==> src/rtl/mem_stage_lsu_if.sv <==
// rtl/mem_stage_lsu_if.sv - req/ack data bus between the MEM-stage LSU and memory
//
// Purpose: bundles the data-bus handshake so the LSU and memory see one port.
// Signals:
//   bus_req   master->slave  access request, held until bus_ack
//   bus_we    master->slave  1 = write
//   bus_addr  master->slave  word-aligned byte address
//   bus_wrstb master->slave  byte-lane write strobes (0 on reads)
//   bus_wdata master->slave  store data placed in its byte lanes
//   bus_ack   slave->master  access completes this cycle
//   bus_rdata slave->master  read data, valid with bus_ack
interface mem_stage_lsu_if #(
    parameter int DATA_W = 32,
    parameter int ADDR_W = 32
);
    localparam int NB = DATA_W / 8;

    logic              bus_req;
    logic              bus_we;
    logic [ADDR_W-1:0] bus_addr;
    logic [NB-1:0]     bus_wrstb;
    logic [DATA_W-1:0] bus_wdata;
    logic              bus_ack;
    logic [DATA_W-1:0] bus_rdata;

    modport master (
        output bus_req, bus_we, bus_addr, bus_wrstb, bus_wdata,
        input  bus_ack, bus_rdata
    );

    modport slave (
        input  bus_req, bus_we, bus_addr, bus_wrstb, bus_wdata,
        output bus_ack, bus_rdata
    );
endinterface

==> src/rtl/mem_stage_lsu.sv <==
// rtl/mem_stage_lsu.sv - MEM-stage load/store unit with req/ack bus, alignment and fault reporting
//
// Purpose: accepts one MEM-stage request per cycle. NONE requests pass through
// to the MEM/WB outputs; aligned LOAD/STORE requests run one req/ack bus access
// while stalling upstream; misaligned requests and bus timeouts raise a fault.
// Ports:
//   clk, rst              clock, asynchronous active-high reset
//   req_*_i               MEM-stage request (valid, op, size, sign, addr, data, rd)
//   stall_o               hold upstream stages (combinational)
//   bus                   data bus, master side
//   wb_valid_o            registered one-cycle result pulse
//   wb_rd_addr_o          destination register (0 for stores and faults)
//   wb_rd_data_o          result data
//   fault_o               registered one-cycle fault pulse
//   fault_cause_o         1 = misaligned, 2 = timeout; held until the next fault
module mem_stage_lsu #(
    parameter int DATA_W  = 32,
    parameter int ADDR_W  = 32,
    parameter int TIMEOUT = 255
) (
    input  logic              clk,
    input  logic              rst,
    input  logic              req_valid_i,
    input  logic [1:0]        req_mem_op_i,
    input  logic [1:0]        req_size_i,
    input  logic              req_signed_i,
    input  logic [ADDR_W-1:0] req_addr_i,
    input  logic [DATA_W-1:0] req_wdata_i,
    input  logic [4:0]        req_rd_addr_i,
    input  logic [DATA_W-1:0] req_rd_data_i,
    output logic              stall_o,
    mem_stage_lsu_if.master   bus,
    output logic              wb_valid_o,
    output logic [4:0]        wb_rd_addr_o,
    output logic [DATA_W-1:0] wb_rd_data_o,
    output logic              fault_o,
    output logic [1:0]        fault_cause_o
);
    localparam int NB     = DATA_W / 8;
    localparam int LG_NB  = $clog2(NB);
    localparam int LANE_W = (LG_NB > 0) ? LG_NB : 1;
    localparam int CNT_W  = (TIMEOUT > 0) ? $clog2(TIMEOUT + 1) : 1;

    localparam logic [1:0] OP_LOAD  = 2'd1;
    localparam logic [1:0] OP_STORE = 2'd2;
    localparam logic [1:0] CAUSE_MISALIGN = 2'd1;
    localparam logic [1:0] CAUSE_TIMEOUT  = 2'd2;

    typedef enum logic {S_IDLE, S_BUS} state_e;

    state_e state_q, state_d;

    // Access context captured at acceptance, used while the bus is busy
    logic              is_load_q,   is_load_d;
    logic [1:0]        size_q,      size_d;
    logic              signed_q,    signed_d;
    logic [LANE_W-1:0] lane_q,      lane_d;
    logic [4:0]        rd_addr_q,   rd_addr_d;
    logic [CNT_W-1:0]  cnt_q,       cnt_d;

    // Registered bus outputs
    logic              bus_we_q,    bus_we_d;
    logic [ADDR_W-1:0] bus_addr_q,  bus_addr_d;
    logic [NB-1:0]     bus_wrstb_q, bus_wrstb_d;
    logic [DATA_W-1:0] bus_wdata_q, bus_wdata_d;

    // Registered MEM/WB outputs
    logic              wb_valid_q,    wb_valid_d;
    logic [4:0]        wb_rd_addr_q,  wb_rd_addr_d;
    logic [DATA_W-1:0] wb_rd_data_q,  wb_rd_data_d;
    logic              fault_q,       fault_d;
    logic [1:0]        fault_cause_q, fault_cause_d;

    // Request decode
    logic              accept;
    logic              is_mem;
    logic              aligned;
    logic              go_bus;
    logic              misalign;
    logic              pass_through;
    logic [2:0]        low_mask;
    logic [LANE_W-1:0] req_lane;
    logic [NB-1:0]     size_mask;
    int                size_bytes;

    // Bus completion decode
    logic              in_bus;
    logic              done_ok;
    logic              tmo_hit;

    // Load data alignment
    logic [DATA_W-1:0] shifted;
    logic [DATA_W-1:0] load_data;
    logic              sign_bit;
    int                nbits;

    assign accept       = (state_q == S_IDLE) && req_valid_i;
    assign is_mem       = (req_mem_op_i == OP_LOAD) || (req_mem_op_i == OP_STORE);
    assign go_bus       = accept && is_mem && aligned;
    assign misalign     = accept && is_mem && !aligned;
    assign pass_through = accept && !is_mem;

    assign in_bus  = (state_q == S_BUS);
    assign done_ok = in_bus && bus.bus_ack;
    // An ack in the timeout cycle counts as a normal completion
    assign tmo_hit = (TIMEOUT > 0) && in_bus && !bus.bus_ack && (cnt_q == CNT_W'(TIMEOUT));

    assign req_lane = (NB > 1) ? req_addr_i[LANE_W-1:0] : '0;

    // Aligned when the low size bits of the address are zero and the
    // access is no wider than the bus.
    always_comb begin
        low_mask = 3'b000;
        case (req_size_i)
            2'd0:    low_mask = 3'b000;
            2'd1:    low_mask = 3'b001;
            2'd2:    low_mask = 3'b011;
            default: low_mask = 3'b111;
        endcase
        aligned = ((req_addr_i[2:0] & low_mask) == 3'b000) && (int'(req_size_i) <= LG_NB);
    end

    always_comb begin
        size_bytes = 1 << req_size_i;
        size_mask  = '0;
        for (int i = 0; i < NB; i++) begin
            size_mask[i] = (i < size_bytes);
        end
    end

    // Load data: move the addressed lane to bit 0, keep size bytes, extend
    always_comb begin
        shifted  = bus.bus_rdata >> {lane_q, 3'b000};
        nbits    = 8 << size_q;
        sign_bit = 1'b0;
        for (int i = 0; i < DATA_W; i++) begin
            if (i == nbits - 1) sign_bit = shifted[i];
        end
        load_data = '0;
        for (int i = 0; i < DATA_W; i++) begin
            if (i < nbits) load_data[i] = shifted[i];
            else           load_data[i] = signed_q & sign_bit;
        end
    end

    // FSM: state register
    always_ff @(posedge clk or posedge rst) begin
        if (rst) state_q <= S_IDLE;
        else     state_q <= state_d;
    end

    // FSM: next state
    always_comb begin
        state_d = state_q;
        case (state_q)
            S_IDLE:  if (go_bus) state_d = S_BUS;
            S_BUS:   if (bus.bus_ack || tmo_hit) state_d = S_IDLE;
            default: state_d = S_IDLE;
        endcase
    end

    // FSM: outputs
    always_comb begin
        bus.bus_req = in_bus;
        stall_o     = go_bus || (in_bus && !bus.bus_ack && !tmo_hit);
    end

    // Datapath next-state
    always_comb begin
        is_load_d     = is_load_q;
        size_d        = size_q;
        signed_d      = signed_q;
        lane_d        = lane_q;
        rd_addr_d     = rd_addr_q;
        cnt_d         = cnt_q;
        bus_we_d      = bus_we_q;
        bus_addr_d    = bus_addr_q;
        bus_wrstb_d   = bus_wrstb_q;
        bus_wdata_d   = bus_wdata_q;
        wb_valid_d    = 1'b0;
        wb_rd_addr_d  = wb_rd_addr_q;
        wb_rd_data_d  = wb_rd_data_q;
        fault_d       = 1'b0;
        fault_cause_d = fault_cause_q;

        if (go_bus) begin
            is_load_d   = (req_mem_op_i == OP_LOAD);
            size_d      = req_size_i;
            signed_d    = req_signed_i;
            lane_d      = req_lane;
            rd_addr_d   = req_rd_addr_i;
            cnt_d       = '0;
            bus_we_d    = (req_mem_op_i == OP_STORE);
            bus_addr_d  = req_addr_i & ~ADDR_W'(NB - 1);
            bus_wrstb_d = (req_mem_op_i == OP_STORE) ? (size_mask << req_lane) : '0;
            bus_wdata_d = req_wdata_i << {req_lane, 3'b000};
        end

        if (pass_through) begin
            wb_valid_d   = 1'b1;
            wb_rd_addr_d = req_rd_addr_i;
            wb_rd_data_d = req_rd_data_i;
        end

        if (misalign) begin
            fault_d       = 1'b1;
            fault_cause_d = CAUSE_MISALIGN;
            wb_rd_addr_d  = '0;
            wb_rd_data_d  = '0;
        end

        if (done_ok) begin
            wb_valid_d   = 1'b1;
            wb_rd_addr_d = is_load_q ? rd_addr_q : 5'd0;
            wb_rd_data_d = is_load_q ? load_data : '0;
        end

        if (tmo_hit) begin
            fault_d       = 1'b1;
            fault_cause_d = CAUSE_TIMEOUT;
            wb_rd_addr_d  = '0;
            wb_rd_data_d  = '0;
        end

        // Saturating wait counter; it only matters while an access is open
        if (in_bus && !bus.bus_ack && (TIMEOUT > 0) && (cnt_q != CNT_W'(TIMEOUT))) begin
            cnt_d = cnt_q + CNT_W'(1);
        end
    end

    always_ff @(posedge clk or posedge rst) begin
        if (rst) begin
            is_load_q     <= 1'b0;
            size_q        <= '0;
            signed_q      <= 1'b0;
            lane_q        <= '0;
            rd_addr_q     <= '0;
            cnt_q         <= '0;
            bus_we_q      <= 1'b0;
            bus_addr_q    <= '0;
            bus_wrstb_q   <= '0;
            bus_wdata_q   <= '0;
            wb_valid_q    <= 1'b0;
            wb_rd_addr_q  <= '0;
            wb_rd_data_q  <= '0;
            fault_q       <= 1'b0;
            fault_cause_q <= '0;
        end else begin
            is_load_q     <= is_load_d;
            size_q        <= size_d;
            signed_q      <= signed_d;
            lane_q        <= lane_d;
            rd_addr_q     <= rd_addr_d;
            cnt_q         <= cnt_d;
            bus_we_q      <= bus_we_d;
            bus_addr_q    <= bus_addr_d;
            bus_wrstb_q   <= bus_wrstb_d;
            bus_wdata_q   <= bus_wdata_d;
            wb_valid_q    <= wb_valid_d;
            wb_rd_addr_q  <= wb_rd_addr_d;
            wb_rd_data_q  <= wb_rd_data_d;
            fault_q       <= fault_d;
            fault_cause_q <= fault_cause_d;
        end
    end

    assign bus.bus_we    = bus_we_q;
    assign bus.bus_addr  = bus_addr_q;
    assign bus.bus_wrstb = bus_wrstb_q;
    assign bus.bus_wdata = bus_wdata_q;

    assign wb_valid_o    = wb_valid_q;
    assign wb_rd_addr_o  = wb_rd_addr_q;
    assign wb_rd_data_o  = wb_rd_data_q;
    assign fault_o       = fault_q;
    assign fault_cause_o = fault_cause_q;
endmodule

==> src/flat_wrapper.sv <==
// flat-port wrapper written by rule: the top's interface ports become plain ports
module mem_stage_lsu_flat 
#(
    parameter int DATA_W  = 32,
    parameter int ADDR_W  = 32,
    parameter int TIMEOUT = 255
)
  (clk, rst, req_valid_i, req_mem_op_i, req_size_i, req_signed_i, req_addr_i, req_wdata_i, req_rd_addr_i, req_rd_data_i, stall_o, wb_valid_o, wb_rd_addr_o, wb_rd_data_o, fault_o, fault_cause_o, bus_bus_req, bus_bus_we, bus_bus_addr, bus_bus_wrstb, bus_bus_wdata, bus_bus_ack, bus_bus_rdata);
  mem_stage_lsu_if #(.DATA_W(DATA_W), .ADDR_W(ADDR_W)) bus_i ();
  input  logic clk;
  input  logic rst;
  input  logic req_valid_i;
  input  logic [1:0] req_mem_op_i;
  input  logic [1:0] req_size_i;
  input  logic req_signed_i;
  input  logic [ADDR_W-1:0] req_addr_i;
  input  logic [DATA_W-1:0] req_wdata_i;
  input  logic [4:0] req_rd_addr_i;
  input  logic [DATA_W-1:0] req_rd_data_i;
  output logic stall_o;
  output logic wb_valid_o;
  output logic [4:0] wb_rd_addr_o;
  output logic [DATA_W-1:0] wb_rd_data_o;
  output logic fault_o;
  output logic [1:0] fault_cause_o;
  output wire logic [$bits(bus_i.bus_req)-1:0] bus_bus_req;
  output wire logic [$bits(bus_i.bus_we)-1:0] bus_bus_we;
  output wire logic [$bits(bus_i.bus_addr)-1:0] bus_bus_addr;
  output wire logic [$bits(bus_i.bus_wrstb)-1:0] bus_bus_wrstb;
  output wire logic [$bits(bus_i.bus_wdata)-1:0] bus_bus_wdata;
  input wire logic [$bits(bus_i.bus_ack)-1:0] bus_bus_ack;
  input wire logic [$bits(bus_i.bus_rdata)-1:0] bus_bus_rdata;
  assign bus_bus_req = bus_i.bus_req;
  assign bus_bus_we = bus_i.bus_we;
  assign bus_bus_addr = bus_i.bus_addr;
  assign bus_bus_wrstb = bus_i.bus_wrstb;
  assign bus_bus_wdata = bus_i.bus_wdata;
  assign bus_i.bus_ack = bus_bus_ack;
  assign bus_i.bus_rdata = bus_bus_rdata;
  mem_stage_lsu #(.DATA_W(DATA_W), .ADDR_W(ADDR_W), .TIMEOUT(TIMEOUT)) u_core (.clk(clk), .rst(rst), .req_valid_i(req_valid_i), .req_mem_op_i(req_mem_op_i), .req_size_i(req_size_i), .req_signed_i(req_signed_i), .req_addr_i(req_addr_i), .req_wdata_i(req_wdata_i), .req_rd_addr_i(req_rd_addr_i), .req_rd_data_i(req_rd_data_i), .stall_o(stall_o), .bus(bus_i), .wb_valid_o(wb_valid_o), .wb_rd_addr_o(wb_rd_addr_o), .wb_rd_data_o(wb_rd_data_o), .fault_o(fault_o), .fault_cause_o(fault_cause_o));
endmodule
==> config.mk <==
export PLATFORM = sky130hd
export DESIGN_NAME = mem_stage_lsu_flat
export DESIGN_NICKNAME = d
export VERILOG_FILES = /design/src/rtl/mem_stage_lsu_if.sv /design/src/rtl/mem_stage_lsu.sv /design/src/flat_wrapper.sv
export SDC_FILE = /design/constraint.sdc
export NUM_CORES = 1
export LEC_CHECK = 0
export CAP_MARGIN = 10
export CORE_ASPECT_RATIO = 0.8
export CORE_MARGIN = 3
export CORE_UTILIZATION = 40
export CTS_BUF_LIST = sky130_fd_sc_hd__clkbuf_8
export CTS_CLUSTER_SIZE = 8
export DETAILED_ROUTE_END_ITERATION = 16
export GPL_ROUTABILITY_DRIVEN = 0
export PLACE_DENSITY = 0.75
export SETUP_SLACK_MARGIN = 0.15
export SYNTH_ARGS = -nofsm -noshare
export SYNTH_HDL_FRONTEND = slang
export SYNTH_SLANG_ARGS = --single-unit
==> constraint.sdc <==
create_clock -name clk -period 12.7 [get_ports clk]
set_input_delay 3.81 -clock clk [delete_from_list [all_inputs] [get_ports clk]]
set_output_delay 3.81 -clock clk [all_outputs]
set_load 0.03 [all_outputs]
### Wiring heat map, run 1

Scale: 2 px per um. 30 x 24 tiles, from dark blue (low) to red (high), scaled to the fullest tile. Values are wire area over tile area, all layers added.
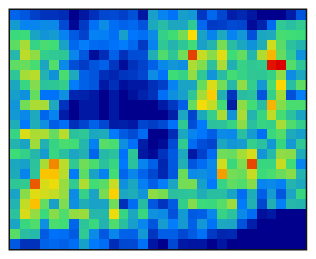
emptiest ninth of the die: centre
mean over tiles: 0.19
nearly empty tiles: 6.8%
fullest tile: 0.57

### Routed metal, one colour a layer, run 1

Scale: 2 px per um. Two of the layers only.
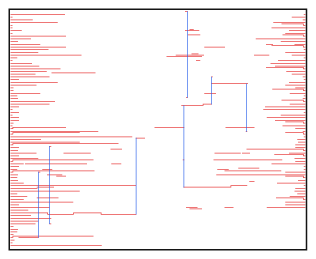
[blue] M4 | wire length: 231 um
[red] M3 | wire length: 2390 um
via count: 5813
average wire length per cell after detail routing: 18.3 um
gr usage total: 22.8%
sum of routed wire length over all layers: 20400 um

==> results.json, run 1 <==
{
  "chipHeight_um": 119,
  "muxShareOfSynthArea_pct": 9.56,
  "detailedRoute.firstPassIterationCount": 5,
  "layout_clock_buffer_count": 22,
  "worst-path-max-fanout": 7,
  "synthDistinctLibCells": 54,
  "placement_rows": 40,
  "topCombFamilyByArea": "simple AND/OR/NAND/NOR gates",
  "required_arrival_time_at_the_worst_endpoint_ns": 8.89,
  "layout.clock.cell_area_share_pct": 4.35,
  "critical_path.reg2reg.endpoint": "u_core.bus.bus_wdata[10]",
  "p_leak_nw": 4.29,
  "status": "finished, final reports clean",
  "p_clk_share_pct": 23.8,
  "power.internal_uw": 957,
  "non_clock_buffer_count": 255,
  "layout.nets": 1038,
  "yosys.area_share.adder_pct": 0.777,
  "synth_stat.cells": 663,
  "worst-path-stages": 8,
  "worstMarginPinSlew_ns": 1.05,
  "port_buffers": 251,
  "asyncSetResetFlopFracSynth_pct": 100,
  "comb_power_share_pct": 38.7,
  "nFillCells": 1349,
  "placement.setup.worst_slack_ns": 2.60,
  "via_count_of_the_first_global_routing_pass": 5799,
  "synth_simple_gate_area_share_pct": 19.2,
  "cts.repair_timing.setup_buffer_count": 0,
  "path_clk_slew_ns": 0.07,
  "ff2ff_path_depth": 3,
  "switching_share_pct": 37.0,
  "numSynthFlops": 128,
  "final_hold_viol_count": 0,
  "maxSlewViolCount": 0,
  "worstHoldStart": "u_core.bus.bus_wdata[7]",
  "peakVddDrop_uv": 102,
  "clock_latency_ns": 0.44,
  "compound_area_share_pct": 15.6,
  "dieWidth_um": 148,
  "cp_max_stage_cell": "clkdlybuf4s50_1"
}
### Placed standard cells, run 1

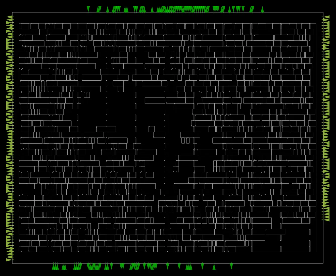
post-layout utilization of the core: 61.3%
# Taps: 210
register fraction of the total cell area: 34.0%
FF+latch count: 128

run 1: Yosys cell counts (all sizes together), types with 12 or more instances:
library cell	number
clkbuf	16
o21ai	29
nor2	12
buf	31
nor2b	12
a211o	16
a21oi	18
nand3	15
o31ai	14
nand2	198
dfrtp	128
mux2	25
mux2i	33
run 1: through the flow:
stage	area [um^2]	utilization, %	hold slack, ns	power (mW)
2_1_floorplan	6450	-	0.446	0.905
3_5_place_dp	9010	58.6	0.458	1.16
5_1_grt	9420	61.3	0.493	1.60
6_report	9420	61.3	0.469	1.52
3_3_place_gp	9010	58.6	0.450	1.16
4_1_cts	9420	61.3	0.472	1.53
run 1: layer usage:
metal,global-route usage (%),wire length [um]
met2,34.2,9030
met5,0,0
met1,29.7,8750
met4,5.83,230
met3,11.3,2390
==> run 1 -> run 2 <==
clock period = 9.3 ns   (was 12.7 ns; I/O delays follow)
### Wiring heat map, run 2

Scale: 2 px per um. 30 x 24 tiles, from dark blue (low) to red (high), scaled to the fullest tile. Values are wire area over tile area, all layers added.
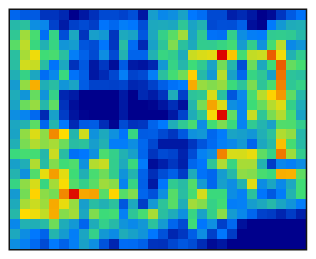
emptiest ninth of the die: centre
fullest tile: 0.55
nearly empty tiles: 6.2%
gr usage total: 23.1%
average wire length per cell after detail routing: 18.4 um
via count: 5859
sum of routed wire length over all layers: 20500 um

### Nets reached from selected ports, run 2

Scale: 3 px per um.
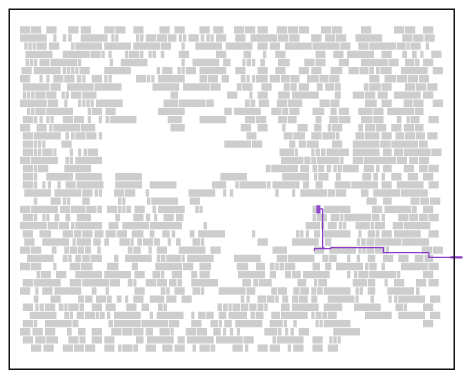
[purple] req_signed_i | direction: input | end cells: 1 | buffers: 1 | wire: 64.8 um

==> run 2 against run 1 <==
Compared with the run above:
- sequential cell count unchanged
- sequential share of layout area rose by 0.072 points
- clock-buffer cell count fell by 3
- cell area fell by 0.21%
- register-to-register slack lost 3.4 ns
- non-clock buffer count increased by 1
- clock power up about 30%
- critical path type unchanged
- highest routed layer is now met5
==> results.json, run 2 <==
{
  "layout.core_utilization_pct": 61.1,
  "cts.repair_timing.setup_buffer_count": 0,
  "port_buffers": 251,
  "asyncSetResetFlopFracSynth_pct": 100,
  "clock_latency_ns": 0.44,
  "peakVddDrop_uv": 119,
  "status": "finished, final reports clean",
  "numSynthFlops": 128,
  "synth.cells.most_frequent": "198 x nand2_1, 128 x dfrtp_1, 33 x mux2i_1",
  "final_hold_viol_count": 0,
  "place_area_mm2": 0.00901,
  "yosys.area_share.adder_pct": 0.777,
  "cp_max_stage_cell": "clkdlybuf4s50_1",
  "synth.most_common_cell": "nand2_1",
  "required_arrival_time_at_the_worst_endpoint_ns": 6.51,
  "placement_rows": 40,
  "p_clk_share_pct": 22.9,
  "ff2ff_path_depth": 4,
  "totalPowerFinal_mw": 2.05,
  "p_leak_nw": 4.29,
  "path_clk_slew_ns": 0.07,
  "detailedRoute.firstPassIterationCount": 5,
  "switching_share_pct": 37.5,
  "maxSlewViolCount": 0,
  "hold-worst-slack_ns": 0.472,
  "chipHeight_um": 119,
  "muxShareOfSynthArea_pct": 9.56
}
run 2: cell counts after synthesis:
No cell type changed its count.
run 2: cell type report:
type                            count  area, um^2
Clock buffer                       19         262
Tap cell                          210         263
Multi-Input combinational cell    482        2970
Timing Repair Buffer              256        2540
Clock inverter                     12         120
Sequential cell                   128        3200
Inverter                            8        35.0
Fill cell                        1315        5970
run 2: critical path: cells and delay by family:
| family | cells | cell delay, ns |
|---|---|---|
| buf+inv | 4 | 1.29 |
| fa+ha+maj | 1 | 0.33 |
| simple gates | 3 | 0.84 |
run 2: per-layer routing:
metal / global-route usage (%) / share of wire, % / up-vias
met4: 6.06 / 1.0 / 2
met1: 30.9 / 44 / 2807
met2: 34.4 / 44 / 244
met5: 0 / 0.063 / -
met3: 10.2 / 11 / 19
li1: - / - / 2787
Power and IR drop assume default switching activity.
